Fig. 1: run 1, cell area per tile
The bar under the picture is 50 um long. The die is cut into 13 by 19 equal tiles; dark purple is low, yellow is high, 0 to 100% covered.
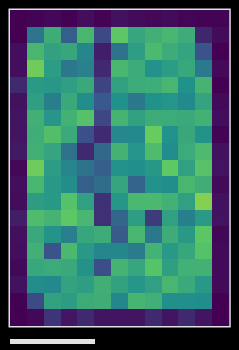
Fig. 2: run 1, sequential cells grouped by signal name
The bar under the picture is 50 um long. Other sequential cells in the stronger gray, the rest of the logic in the fainter gray.
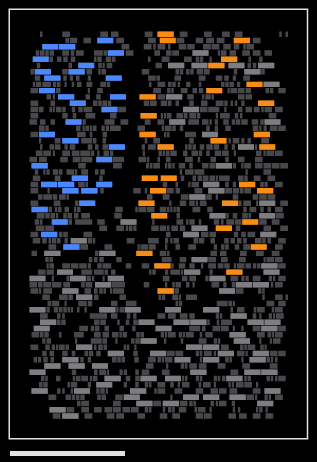
Fig. 3: run 1, clock nets
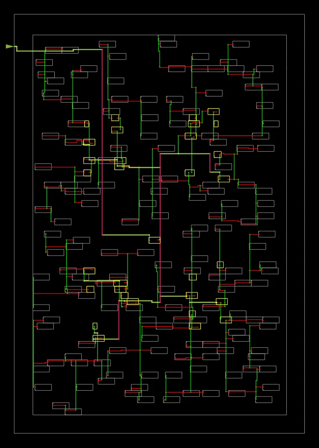
Fig. 4: run 1, wiring by layer
Only two layers are drawn.
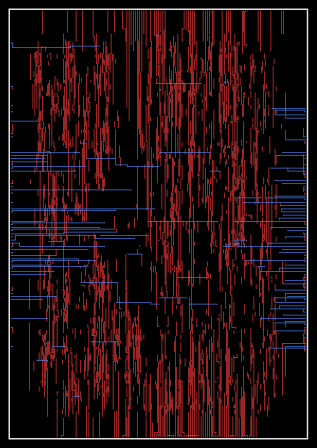
==> src/rtl/mips_pkg.sv <==
// Shared MIPS datapath constants: widths, PC step, the canonical NOP and
// instruction field positions used by fetch and decode.
package mips_pkg;

  localparam int unsigned MIPS_INSTR_W = 32;
  localparam int unsigned MIPS_ADDR_W  = 32;
  localparam int unsigned MIPS_PC_INC  = 4;

  // sll $0,$0,0
  localparam logic [MIPS_INSTR_W-1:0] MIPS_NOP = 32'h0000_0000;

  localparam int unsigned OP_MSB    = 31;
  localparam int unsigned OP_LSB    = 26;
  localparam int unsigned RS_MSB    = 25;
  localparam int unsigned RS_LSB    = 21;
  localparam int unsigned RT_MSB    = 20;
  localparam int unsigned RT_LSB    = 16;
  localparam int unsigned RD_MSB    = 15;
  localparam int unsigned RD_LSB    = 11;
  localparam int unsigned SHAMT_MSB = 10;
  localparam int unsigned SHAMT_LSB = 6;
  localparam int unsigned FUNCT_MSB = 5;
  localparam int unsigned FUNCT_LSB = 0;

  typedef struct packed {
    logic [5:0] op;
    logic [4:0] rs;
    logic [4:0] rt;
    logic [4:0] rd;
    logic [4:0] shamt;
    logic [5:0] funct;
  } rtype_t;

  function automatic logic is_word_aligned(input logic [1:0] low_bits);
    return low_bits == 2'b00;
  endfunction

endpackage

==> src/rtl/ifid_reg.sv <==
// IF/ID pipeline register: flush clears everything, bubble injects a NOP
// while keeping the last PC+4, load captures a new instruction, else hold.
module ifid_reg
  import mips_pkg::*;
#(
  parameter int unsigned INSTR_W = MIPS_INSTR_W,
  parameter int unsigned ADDR_W  = MIPS_ADDR_W,
  parameter logic [INSTR_W-1:0] NOP_INSTR = MIPS_NOP
) (
  input  logic               clk,
  input  logic               rst,
  input  logic               load,
  input  logic               bubble,
  input  logic               flush,
  input  logic [INSTR_W-1:0] instr_d,
  input  logic [ADDR_W-1:0]  pc4_d,
  output logic [INSTR_W-1:0] instr,
  output logic [ADDR_W-1:0]  pc4,
  output logic               valid
);

  always_ff @(posedge clk) begin
    if (rst || flush) begin
      instr <= NOP_INSTR;
      pc4   <= '0;
      valid <= 1'b0;
    end else if (bubble) begin
      instr <= NOP_INSTR;
      valid <= 1'b0;
    end else if (load) begin
      instr <= instr_d;
      pc4   <= pc4_d;
      valid <= 1'b1;
    end
  end

endmodule

==> src/rtl/fetch_stage.sv <==
// Instruction fetch: PC register with redirect/stall/not-ready priority,
// misalignment flag, saturating fetch/bubble counters and the IF/ID register.
module fetch_stage
  import mips_pkg::*;
#(
  parameter int unsigned ADDR_W  = MIPS_ADDR_W,
  parameter int unsigned INSTR_W = MIPS_INSTR_W,
  parameter logic [ADDR_W-1:0]  RESET_PC  = '0,
  parameter logic [INSTR_W-1:0] NOP_INSTR = MIPS_NOP,
  parameter int unsigned CNT_W   = 32
) (
  input  logic               clk,
  input  logic               rst,
  input  logic               stall,
  input  logic               redirect,
  input  logic [ADDR_W-1:0]  redirect_target,
  output logic [ADDR_W-1:0]  imem_addr,
  input  logic [INSTR_W-1:0] imem_rdata,
  input  logic               imem_ready,
  output logic [INSTR_W-1:0] ifid_instr,
  output logic [ADDR_W-1:0]  ifid_pc4,
  output logic               ifid_valid,
  output logic               misalign_err,
  output logic [CNT_W-1:0]   fetch_cnt,
  output logic [CNT_W-1:0]   bubble_cnt
);

  logic [ADDR_W-1:0] pc_q;
  logic [ADDR_W-1:0] pc_d;
  logic [ADDR_W-1:0] pc_plus4;
  logic [ADDR_W-1:0] redirect_pc;
  logic              do_fetch;
  logic              do_bubble;
  logic              count_bubble;
  logic              misalign_q;
  logic [CNT_W-1:0]  fetch_cnt_q;
  logic [CNT_W-1:0]  bubble_cnt_q;

  assign pc_plus4    = pc_q + ADDR_W'(MIPS_PC_INC);
  assign redirect_pc = {redirect_target[ADDR_W-1:2], 2'b00};

  // Redirect beats stall beats memory-not-ready beats a normal fetch.
  always_comb begin
    pc_d      = pc_q;
    do_fetch  = 1'b0;
    do_bubble = 1'b0;
    if (redirect) begin
      pc_d = redirect_pc;
    end else if (!stall) begin
      if (imem_ready) begin
        pc_d     = pc_plus4;
        do_fetch = 1'b1;
      end else begin
        do_bubble = 1'b1;
      end
    end
  end

  assign count_bubble = redirect | do_bubble;

  always_ff @(posedge clk) begin
    if (rst) begin
      pc_q         <= RESET_PC;
      misalign_q   <= 1'b0;
      fetch_cnt_q  <= '0;
      bubble_cnt_q <= '0;
    end else begin
      pc_q <= pc_d;
      if (redirect && !is_word_aligned(redirect_target[1:0])) begin
        misalign_q <= 1'b1;
      end
      if (do_fetch && (fetch_cnt_q != '1)) begin
        fetch_cnt_q <= fetch_cnt_q + CNT_W'(1);
      end
      if (count_bubble && (bubble_cnt_q != '1)) begin
        bubble_cnt_q <= bubble_cnt_q + CNT_W'(1);
      end
    end
  end

  assign imem_addr    = pc_q;
  assign misalign_err = misalign_q;
  assign fetch_cnt    = fetch_cnt_q;
  assign bubble_cnt   = bubble_cnt_q;

  ifid_reg #(
    .INSTR_W  (INSTR_W),
    .ADDR_W   (ADDR_W),
    .NOP_INSTR(NOP_INSTR)
  ) u_ifid (
    .clk    (clk),
    .rst    (rst),
    .load   (do_fetch),
    .bubble (do_bubble),
    .flush  (redirect),
    .instr_d(imem_rdata),
    .pc4_d  (pc_plus4),
    .instr  (ifid_instr),
    .pc4    (ifid_pc4),
    .valid  (ifid_valid)
  );

endmodule

==> config.mk <==
export PLATFORM = sky130hd
export DESIGN_NAME = fetch_stage
export DESIGN_NICKNAME = d
export VERILOG_FILES = /design/src/rtl/mips_pkg.sv /design/src/rtl/ifid_reg.sv /design/src/rtl/fetch_stage.sv
export SDC_FILE = /design/constraint.sdc
export NUM_CORES = 1
export LEC_CHECK = 0
export CORE_AREA = 8 8 121 178
export CTS_BUF_LIST = sky130_fd_sc_hd__clkbuf_4 sky130_fd_sc_hd__clkbuf_8
export DETAILED_ROUTE_END_ITERATION = 8
export DIE_AREA = 0 0 129 186
export PLACE_DENSITY_LB_ADDON = 0.1
export SYNTH_ARGS = -nofsm -noshare
export SYNTH_HDL_FRONTEND = slang
export SYNTH_SLANG_ARGS = --single-unit
==> constraint.sdc <==
create_clock -name clk -period 4.1 [get_ports clk]
set_input_delay 0.82 -clock clk [delete_from_list [all_inputs] [get_ports clk]]
set_output_delay 0.82 -clock clk [all_outputs]
set_load 0.05 [all_outputs]
==> metrics.cfg, run 1 <==
[setup_path]
regToRegSetupSlack_ns=1.12
cp-end-kind=flop
cpMaxStageDelayCell=o31ai_4
crit_required_ns=4.45
cpPeakStageDelay_ns=0.82
cp-start-kind=flop

[clock_tree]
cts_hold_buf=0
cts_max_path_buffers=2
cts_root_buffer=clkbuf_8
post_cts_buffers=0
cts_tree=done
path_clk_slew_ns=0.10

[finish]
layout_top_cells=clkdlybuf4s50_1, dfxtp_1, nand2_1
regArea_um2=3160
fill_cells=1862
nNonClkInverters=12
final-nonclk-buf-share_pct=23.1
n_clock_buffer=17
antenna_cells=1
comb.multi_input.count=686
clkCellAreaFrac_pct=3.56
sh_seq_area_pct=31.0
design.seq.count=158
largest_class=logic gates

[final_timing]
fmax_mhz=336
finClkSkew_ns=0.0141
worst_slew_pin_slew_ns=0.918
slew_violations=0
whs_ns=0.457
period_used_pct=72.6
fin_ws_ns=1.12
tns_ns=0
slew_headroom_pct=38.8
fin_crit_ns=2.98

[logic_synthesis]
flop_cell=dfxtp_1
top_cell=dfxtp_1
synth-edff-count=0
topCombFamilyByArea=simple AND/OR/NAND/NOR gates
synth_warnings=0
ys_types=50
synthTopCellsByArea=dfxtp_1, a21oi_1, nand2_1
ys_area_um2=7430
synthArstFlopShare_pct=0
simple_gate_share_pct=26.7
synth_stat.cells=917
aoi_share_pct=16.2

[global_route]
grt_pass1_vias=6794
grtUsageMet3_pct=6.34
antenna_found_initial=1
grt_pass1_wl_mm=35.3
grt-ovfl-total=0
grt_max_degree=92
use_met1_pct=20.7
track_usage_pct=18.4

[power]
p_per_area_nw_per_um2=306
power-top-group=registers
combinationalPower_uw=417
total_power_mw=3.13
p_clk_mw=1.10
intPower_mw=2.17
vdd_ir_drop_max_mv=0.181
clock_power_share_pct=35.0
power_switching_uw=960
netSwitchingFraction_pct=30.7

[floorplanning]
io_pins=231
die_y_um=186
nWellTaps=256

[place]
dp_cells=1351
gp_congestion=0.771

[routing]
drc_errors=0
wl_met3_mm=1.82
wl_met1_mm=9.07
wl_per_cell_um=16.3
ant_nets=0

[outcome]
status=complete, no violations

[min_path]
hp-class=flop to flop

[job]
maxCapViolCount=0

Notes on Fig. 1 above:
fullest tile: 81%
nearly empty tiles: 6.5%
tiles over 75% full: 1.6%
mean over tiles: 41%
Finished Core Util: 53.7%
FP Util: 39.1%
core footprint: 19,000 um^2

Notes on Fig. 2 above:
[orange] `imem_addr` | placed flops: 30
[blue] `bubble_cnt` | placed flops: 32

Notes on Fig. 3 above:
clk latency late pin: 0.45 ns
clock sink total: 158

Notes on Fig. 4 above:
[red] met2 | wire length: 11,300 um
[blue] met3 | wire length: 1,820 um

Fig. 5: run 1, signal metal coverage by tile
The die is cut into 26 by 37 equal tiles; dark purple is low, yellow is high, scaled to the fullest tile. Values are wire area over tile area, all layers added.
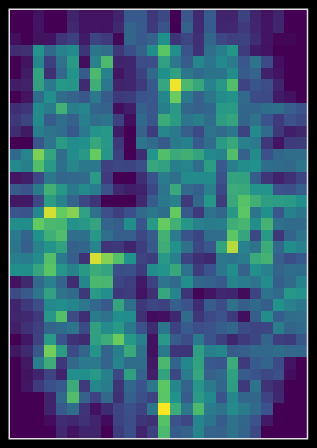

==> inputs of run 2 (changes only) <==
clock period = 2.8 ns   (was 4.1 ns; I/O delays follow)
Fig. 6: run 2, signal metal coverage by tile
The die is cut into 26 by 37 equal tiles; dark purple is low, yellow is high, scaled to the fullest tile. Values are wire area over tile area, all layers added.
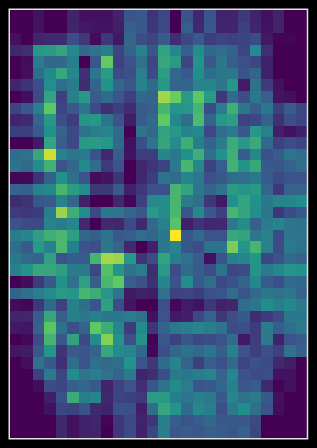
tiles over half the peak: 13%
mean over tiles: 0.15
nearly empty tiles: 9.1%
fullest tile: 0.52
WL per Instance: 16.1 um
GRT Overall Usage: 18.5%
final wirelength: 22.5 mm
via count: 7,202

==> metrics.cfg, run 2 <==
[final_timing]
period_used_pct=88.7
hold_violations=0  ; unchanged
rsz0062_at_grt=no  ; unchanged
finClkSkew_ns=0.0162  ; was 0.0141 ns
whs_ns=0.456  ; was 0.457 ns
slew_headroom_pct=44.9  ; was 38.8%
worst_slew_pin_slew_ns=0.813  ; was 0.918 ns
fmax_mhz=403
fin_crit_ns=2.48
slew_violations=0  ; unchanged
fin_ws_ns=0.316  ; was 1.12 ns
tns_ns=0  ; unchanged

[logic_synthesis]
flop_cell=dfxtp_1  ; unchanged
synth_warnings=0  ; unchanged
ys_seq_share_pct=42.6  ; unchanged
xor_share_pct=7.54  ; unchanged
aoi_share_pct=16.2  ; unchanged
synthTopCellsByCount=dfxtp_1, nand2_1, a21oi_1  ; unchanged
mux_area_share_pct=2.05  ; unchanged
synthArstFlopShare_pct=0  ; unchanged
synth_stat.cells=917  ; unchanged
yosysTopAreaCellShare_pct=42.6  ; unchanged
synthCells=917  ; unchanged
ys_types=50  ; unchanged
topCombFamilyByArea=simple AND/OR/NAND/NOR gates  ; unchanged
synth-edff-count=0  ; unchanged
synthTopCellsByArea=dfxtp_1, a21oi_1, nand2_1  ; unchanged
top_cell=dfxtp_1  ; unchanged
simple_gate_share_pct=26.7  ; unchanged
ys_area_um2=7430  ; unchanged

[power]
p_per_area_nw_per_um2=461  ; was 306 nW/um^2
combinationalPower_uw=629  ; was 417 uW
intPower_mw=3.37  ; was 2.17 mW
total_power_mw=4.79  ; was 3.13 mW
p_clk_mw=1.80  ; was 1.10 mW
power_switching_mw=1.42  ; was 960 uW
clock_power_share_pct=37.5  ; was 35.0%
netSwitchingFraction_pct=29.6  ; was 30.7%
vdd_ir_drop_max_mv=0.228  ; was 0.181 mV
power-top-group=registers  ; unchanged

[routing]
firstDrtPassIters=4  ; was 6
drc_errors=0  ; unchanged
wl_met1_mm=9.31  ; was 9.07 mm
wl_met3_mm=1.72  ; was 1.82 mm
ant_nets=0  ; unchanged

[setup_path]
cp_num_cells=1  ; was 7
cp-endpoint=imem_addr[12]  ; was bubble_cnt[20]
crit_required_ns=2.24  ; was 4.45 ns
cpPeakStageDelay_ns=0.90  ; was 0.82 ns
cp-end-kind=primary output  ; was flop
cpMaxStageDelayCell=clkdlybuf4s50_1  ; was o31ai_4
cp-start-kind=flop  ; unchanged
regToRegSetupSlack_ns=0.33  ; was 1.12 ns

[job]
openroad.warnings=26  ; unchanged
maxCapViolCount=0  ; unchanged

[clock_tree]
cts_tree=done  ; unchanged
clock_sinks=158  ; unchanged
cts_hold_buf=0  ; unchanged
path_clk_slew_ns=0.09  ; was 0.10 ns
cts_root_buffer=clkbuf_8  ; unchanged
cts_max_path_buffers=2  ; unchanged
clock_latency_ns=0.47  ; was 0.45 ns
post_cts_buffers=0  ; unchanged
h-tree-depth=4  ; unchanged

[floorplanning]
coreArea_um2=19000  ; unchanged
io_pins=231  ; unchanged
nWellTaps=256  ; unchanged
fp_util_pct=39.1  ; unchanged
die_y_um=186  ; unchanged

[finish]
clkCellAreaFrac_pct=3.91  ; was 3.56%
final-nonclk-buf-share_pct=24.1  ; was 23.1%
layout_top_cells=clkdlybuf4s50_1, dfxtp_1, nand2_1  ; unchanged
nNonClkInverters=12  ; unchanged
design.seq.count=158  ; unchanged
synthToLayoutAreaGrowth_pct=39.9  ; was 37.4%
n_clock_buffer=17  ; unchanged
instances_no_fill=1400  ; was 1,384
nets=1202  ; was 1,186
antenna_cells=1  ; unchanged
comb.multi_input.count=686  ; unchanged
fill_cells=1822  ; was 1,862
largest_class=logic gates  ; unchanged

[outcome]
status=complete, no violations  ; unchanged

[place]
gp_congestion=0.797  ; was 0.771
dp_cells=1367  ; was 1,351

[global_route]
antenna_found_initial=2  ; was 1
grt_max_degree=92  ; unchanged
grtUsageMet3_pct=6.37  ; was 6.34%
grt_pass1_vias=6912  ; was 6,794
grt_pass1_wl_mm=35.4  ; was 35.3 mm
use_met1_pct=20.8  ; was 20.7%
grt-ovfl-total=0  ; unchanged

[min_path]
hp-class=flop to flop  ; unchanged

Fig. 7: run 2, sequential cells grouped by signal name
The bar under the picture is 50 um long. Other sequential cells in the stronger gray, the rest of the logic in the fainter gray.
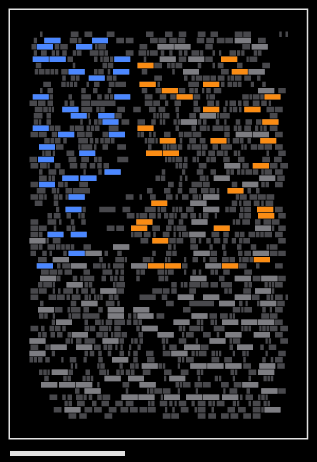
storage element area: 3160 um^2
Seq power: 2.36 mW
flop share of the area: 30.4%
Finished Core Util: 54.7%

==> inputs of run 3 (changes only) <==
SKIP_CTS_REPAIR_TIMING = 1   (was unset)
Fig. 8: run 3, wiring by layer
Only two layers are drawn.
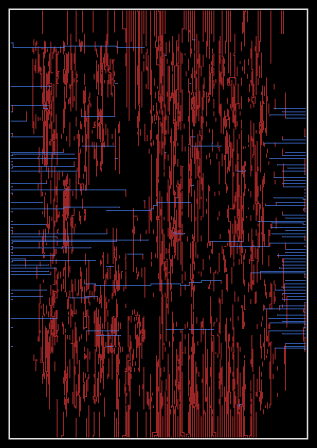
[red] met2 | wire length: 11,100 um
[blue] met3 | wire length: 1,720 um

Fig. 9: run 3, signal metal coverage by tile
The die is cut into 26 by 37 equal tiles; dark purple is low, yellow is high, scaled to the fullest tile. Values are wire area over tile area, all layers added.
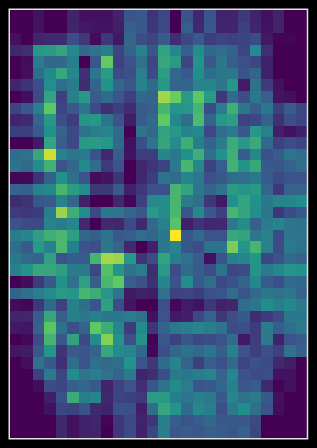
fullest tile: 0.52
nearly empty tiles: 9.1%
tiles over half the peak: 13%
mean over tiles: 0.15

==> metrics.cfg, run 3 <==
[logic_synthesis]
ys_seq_share_pct=42.6  ; unchanged
ys_types=50  ; unchanged
xor_share_pct=7.54  ; unchanged
ys_area_um2=7430  ; unchanged
synthArstFlopShare_pct=0  ; unchanged
synthTopCellsByCount=dfxtp_1, nand2_1, a21oi_1  ; unchanged
synthTopCellsByArea=dfxtp_1, a21oi_1, nand2_1  ; unchanged
yosys.area_share.adder_pct=0.505  ; unchanged
simple_gate_share_pct=26.7  ; unchanged
synth-edff-count=0  ; unchanged
mux_area_share_pct=2.05  ; unchanged
synth_warnings=0  ; unchanged
synthesis.area_um2=7430  ; unchanged
synth.avg_cell_area_um2=8.10  ; unchanged
synth_stat.cells=917  ; unchanged
topCombFamilyByArea=simple AND/OR/NAND/NOR gates  ; unchanged
aoi_share_pct=16.2  ; unchanged
flop_cell=dfxtp_1  ; unchanged
yosysTopAreaCellShare_pct=42.6  ; unchanged
ys.flops=158  ; unchanged
synthCells=917  ; unchanged
top_cell=dfxtp_1  ; unchanged

[finish]
largest_class=logic gates  ; unchanged
synthToLayoutAreaGrowth_pct=39.9  ; unchanged
n_clock_buffer=17  ; unchanged
design.seq.count=158  ; unchanged
final-nonclk-buf-share_pct=24.1  ; unchanged
nNonClkInverters=12  ; unchanged
clkCellAreaFrac_pct=3.91  ; unchanged
sh_seq_area_pct=30.4  ; unchanged
comb_share_pct=38.1  ; unchanged
fin_area_um2=10400  ; unchanged
antenna_cells=1  ; unchanged
layout_top_cells=clkdlybuf4s50_1, dfxtp_1, nand2_1  ; unchanged
regArea_um2=3160  ; unchanged
instances_no_fill=1400  ; unchanged
fill_cells=1822  ; unchanged
postLayoutCoreUtil_pct=54.7  ; unchanged
nets=1202  ; unchanged
comb.multi_input.count=686  ; unchanged

[final_timing]
rsz0062_at_grt=no  ; unchanged
slew_violations=0  ; unchanged
whs_ns=0.456  ; unchanged
worst_slew_pin_slew_ns=0.813  ; unchanged
fmax_mhz=403  ; unchanged
finClkSkew_ns=0.0162  ; unchanged
final-setup-viol-count=0  ; unchanged
fin_ws_ns=0.316  ; unchanged
tns_ns=0  ; unchanged
fin_crit_ns=2.48  ; unchanged
hold_violations=0  ; unchanged
slew_headroom_pct=44.9  ; unchanged
period_used_pct=88.7  ; unchanged

[power]
seq_power_mw=2.36  ; about the same
clock_power_share_pct=37.5  ; about the same
leakage_nw=3.35  ; unchanged
power_switching_mw=1.42  ; unchanged
power-top-group=registers  ; unchanged
netSwitchingFraction_pct=29.6  ; unchanged
combinationalPower_uw=629  ; about the same
total_power_mw=4.79  ; unchanged
p_per_area_nw_per_um2=461  ; unchanged
intPower_mw=3.37  ; unchanged
vdd_ir_drop_max_mv=0.228  ; unchanged
p_clk_mw=1.80  ; about the same

[routing]
wl_met1_mm=9.31  ; unchanged
ant_nets=0  ; unchanged
wl_per_cell_um=16.1  ; unchanged
wl_mm=22.5  ; unchanged
vias=7202  ; unchanged
highest_layer=met5  ; unchanged
wl_met3_mm=1.72  ; unchanged
firstDrtPassIters=4  ; unchanged
drtIter0Drc=420  ; unchanged
via_per_inst=5.14  ; unchanged
drc_errors=0  ; unchanged

[job]
openroad.warnings=26  ; unchanged
maxCapViolCount=0  ; unchanged

[setup_path]
r2r-end=bubble_cnt[23]  ; unchanged
cp-end-kind=primary output  ; unchanged
regToRegSetupSlack_ns=0.33  ; about the same
critPathTopFamily=buffers and inverters  ; unchanged
worst-path-buf-inv=1  ; unchanged
worstReg2RegStart=bubble_cnt[7]  ; unchanged
cpPeakStageDelay_ns=0.90  ; about the same
cp-startpoint=imem_addr[12]  ; unchanged
crit_chain=clkdlybuf4s50_1  ; unchanged
cp-start-kind=flop  ; unchanged
cp-endpoint=imem_addr[12]  ; unchanged
worstRegToRegCells=5  ; unchanged
cpMaxStageDelayCell=clkdlybuf4s50_1  ; unchanged
cp_num_cells=1  ; unchanged
worstPathArrival_ns=1.92  ; about the same
crit_required_ns=2.24  ; about the same

[clock_tree]
cts_tree=done  ; unchanged
numCtsBuffers=17  ; unchanged
h-tree-depth=4  ; unchanged
path_clk_slew_ns=0.09  ; about the same
cts_max_path_buffers=2  ; unchanged
clock_latency_ns=0.47  ; about the same
clock_sinks=158  ; unchanged
cts_root_buffer=clkbuf_8  ; unchanged

[floorplanning]
die_y_um=186  ; unchanged
chip_area_um2=24000  ; unchanged
nWellTaps=256  ; unchanged
coreArea_um2=19000  ; unchanged
io_pins=231  ; unchanged
fp_util_pct=39.1  ; unchanged

[global_route]
use_met1_pct=20.8  ; unchanged
grt-busiest-layer=met2  ; unchanged
antenna_found_initial=2  ; unchanged
track_usage_pct=18.5  ; unchanged
grt_max_degree=92  ; unchanged
grt_pass1_vias=6912  ; unchanged
grt_pass1_wl_mm=35.4  ; unchanged
grt-ovfl-total=0  ; unchanged
grtUsageMet3_pct=6.37  ; unchanged

[place]
post-place-ws_ns=0.0992  ; unchanged
dp_cells=1367  ; unchanged
port_buffers=226  ; unchanged
dpl_cell_area_um2=9990  ; unchanged
gp_congestion=0.797  ; unchanged

[min_path]
min_to=misalign_err  ; unchanged
hp-class=flop to flop  ; unchanged

[outcome]
status=complete, no violations  ; unchanged

Power figures rest on the tool's default switching activity, not on a simulated workload.
